==> config.mk <==
export PLATFORM = sky130hd
export DESIGN_NAME = sync_fifo_flat
export DESIGN_NICKNAME = d
export VERILOG_FILES = /design/src/rtl/sync_fifo_pkg.sv /design/src/rtl/sync_fifo_if.sv /design/src/rtl/sync_fifo_mem.sv /design/src/rtl/sync_fifo.sv /design/src/flat_wrapper.sv
export SDC_FILE = /design/constraint.sdc
export NUM_CORES = 1
export LEC_CHECK = 0
export ABC_AREA = 0
export CORE_MARGIN = 1
export CORE_UTILIZATION = 40
export CTS_CLUSTER_DIAMETER = 200
export DETAILED_ROUTE_END_ITERATION = 12
export HOLD_SLACK_MARGIN = 0.1
export PLACE_DENSITY = 0.61
export SYNTH_ARGS = -nofsm -noshare
export SYNTH_HDL_FRONTEND = slang
export SYNTH_SLANG_ARGS = --single-unit
==> constraint.sdc <==
create_clock -name clk -period 6.25 [get_ports clk]
set_clock_uncertainty 0.2 [all_clocks]
set_input_delay 1.25 -clock clk [delete_from_list [all_inputs] [get_ports clk]]
set_output_delay 1.25 -clock clk [all_outputs]
set_load 0.05 [all_outputs]
Figure 1. Sizing map.
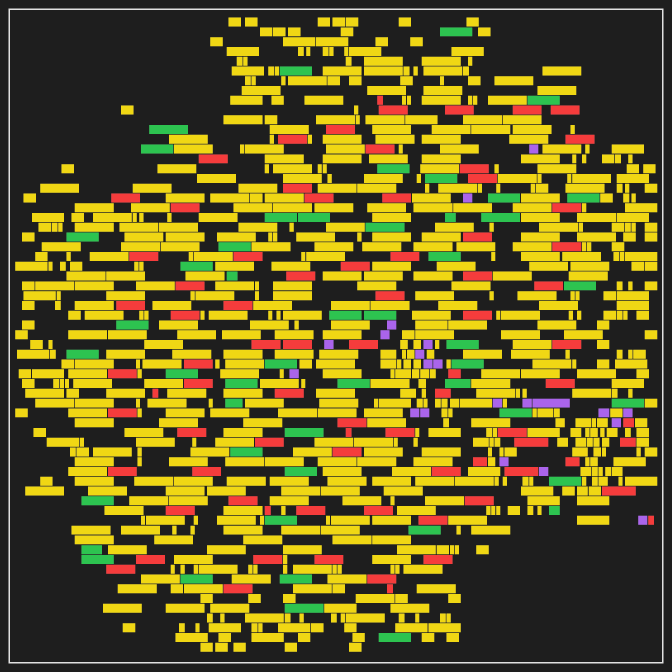
- drive 2: red (cells 79; share 9.6%; most used mux4_2)
- drive 1 or less: yellow (cells 674; share 82%; most used edfxtp_1)
- drive 6 and up: green (cells 48; share 5.8%; most used clkbuf_16)
- drive 3 to 4: purple (cells 21; share 2.6%; most used buf_4)
final setup margin: 2.65 ns
bufs w/o clock: 87

Figure 2. Sequential cells coloured by netlist name.
The bar under the picture is 50 µm long. Other sequential cells in the stronger grey, the rest of the logic in the fainter grey.
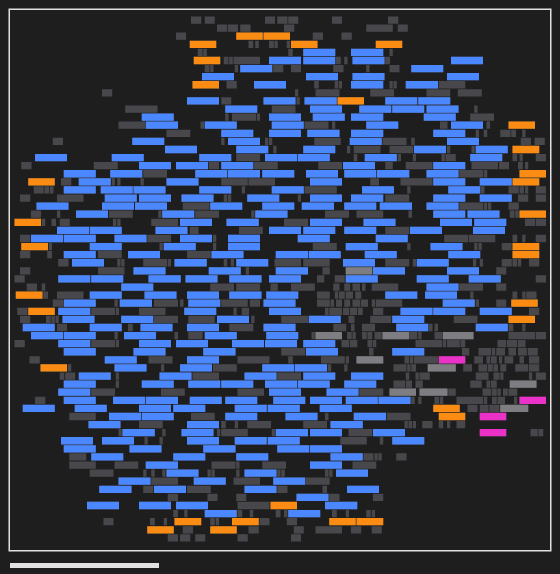
- u_core.u_mem.r_mem: blue (sequential cells 288)
- u_core.u_mem.o_rd_data: orange (sequential cells 32; where all over the die)
- u_core.r_cnt: magenta (sequential cells 4; where south-east)
- not coloured: 10
fin util: 48.3%
FF+latch area: 0.00981 mm²
sequential cell area share: 64.1%
P_seq: 3.09 mW

Figure 3. Clock network drawn from the DEF.
The bar under the picture is 50 µm long.
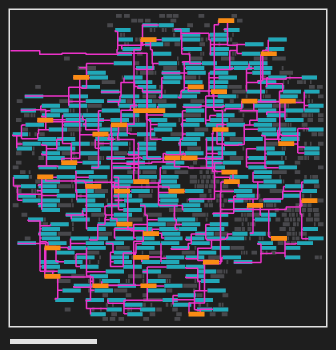
- cells driving clock nets: orange (count 37)
- flip-flops: cyan (count 334)
- clock wires: magenta (length 3,960 µm)
- routed clock nets: 38
power share of the clock group: 29.3%
Clk power: 2.21 mW
Clock Latency Late Sink: 0.52 ns

Figure 4. Routed metal per tile.
36 x 36 tiles, from dark blue (low) to red (high), scaled to the fullest tile. Values are wire area over tile area, all layers added.
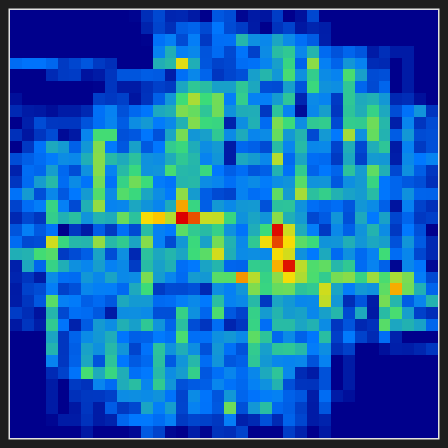
- mean over tiles: 0.12
- densest ninth of the die: centre
- fullest tile: 0.50
detailed-route via count: 6,294
Routed WL: 24,800 µm

==> flow_summary_export.csv <==
group,metric,value,unit
final_layout,nonClkBufAreaFrac,5.37,%
final_layout,comb_cells,323,
global_routing,first_global_vias,6711,
power_and_ir_drop,switching_share,32.4,%
clock_tree,ctsResizeCount,0,
synth,async_flop_share,13.8,%
place,preCtsSetupSlack,2.12,ns
clock_tree,clk_pin_slew_worst_paths,0.06,ns
setup_path,slowest_delay,0.62,ns
timing,period_used_share,57.6,%
power_and_ir_drop,p_comb_share,29.6,%
clock_tree,clockRootBuffer,"clkbuf_16",
setup_path,cp_top_family,"buffers and inverters",
setup_path,cp.arrival,3.58,ns
synth,yosys-stat-area,0.0129,mm²
run,warning_count,31,
die,die_y,182,µm
synth,fp_nets,747,
synth,syn_area,0.0129,mm²
setup_path,worstSetupPathType,"in -> reg",
setup_path,crit_slowest_cell,"and2_1",
synth,simple_gate_share,5.32,%
setup_path,cp.required,6.23,ns
synth,top_area_share,67.1,%
synth,synth_seq_share,76.0,%
routing,firstDrtPassIters,4,
power_and_ir_drop,power.leakage,5.09,nW
global_routing,use_met1,21.6,%
timing,fmax,278,MHz
power_and_ir_drop,p_int,5.08,mW
routing,wl_met2,11900,µm
clock_tree,clockBufferDepth,3,
clock_tree,cts_sinks,334,
timing,min_period,3.60,ns
routing,drt-met1-wl,11400,µm
synth,yosys.area_share.aoi,1.89,%
routing,drc,0,
synth,netlist-cell-type-count,37,
synth,top_logic_kind,"multiplexers",
run,drv_cap,0,
global_routing,overflow,0,
setup_path,critPathBufInv,3,
synth,mux_share,13.8,%
synth,topCellsByArea,"edfxtp_1 (67%), mux4_2 (11%), dfrtp_1 (8.7%)",
final_layout,area_growth,18.6,%
routing,via_per_inst,5.14,
routing,wl_met3,1060,µm
clock_tree,cts_buffers,37,
clock_tree,post_cts_buffers,0,
final_layout,ff_count,334,
synth,synth-xor-area-share,0.408,%
power_and_ir_drop,seqPwrFrac,41.1,%
timing,max_slew.worst_pin.slew,0.961,ns
global_routing,antenna_found_initial,0,
die,chipArea,0.0330,mm²
synth,adder_share,0.776,%
power_and_ir_drop,powerDensity,492,mW/mm²
routing,top_layer,"met4",
final_layout,largest_register_ffs,288,
final_layout,nets,837,
die,core_area,0.0316,mm²
global_routing,grtUsageMet3,2.59,%
timing,relSlewSlack,35.6,%
timing,hold_violations,0,
final_layout,clock_buffers,46,
setup_path,path_max_fanout,21,
clock_tree,htree_levels,2,
place,finalWeightedCongestion,0.746,
global_routing,grt_use_met2,25.5,%
clock_tree,cts_hold_buf,0,
die,initial_utilization,40.8,%
final_layout,stdcell_count,1224,
die,pin_count,70,
global_routing,grt_pass1_wl,39000,µm
final_layout,comb_share,18.8,%
synth,synth_top_cell_by_count,"edfxtp_1",
setup_path,cp_common_cell,"buf_4",
setup_path,endpoint_kind,"flip-flop",
place,placed_area,0.0140,mm²
run_status,status,"complete, no violations",
hold_path,hold_depth,2,
global_routing,grt_max_degree,70,
synth,top_cells_by_count,"edfxtp_1 (288), nor2_1 (101), mux4_2 (64), dfrtp_1 (45), nand2_1 (39)",
final_layout,clkCellAreaFrac,8.13,%
power_and_ir_drop,power,7.52,mW
routing,first_iter_violations,372,
synth,synth-edff-count,288,
final_layout,num-nonclk-inverters,10,
synth,ys_ff,334,
routing,post_drt_wl_per_cell,20.3,µm
timing,setup_viol,0,
setup_path,worst-r2r-cell-count,6,
synth,synth-cells-yosys,703,
final_layout,drive_gt1_share,18.0,%
global_routing,grt.total_usage,15.6,%
final_layout,stdcell_area,0.0153,mm²
Power figures rest on the tool's default switching activity, not on a simulated workload.
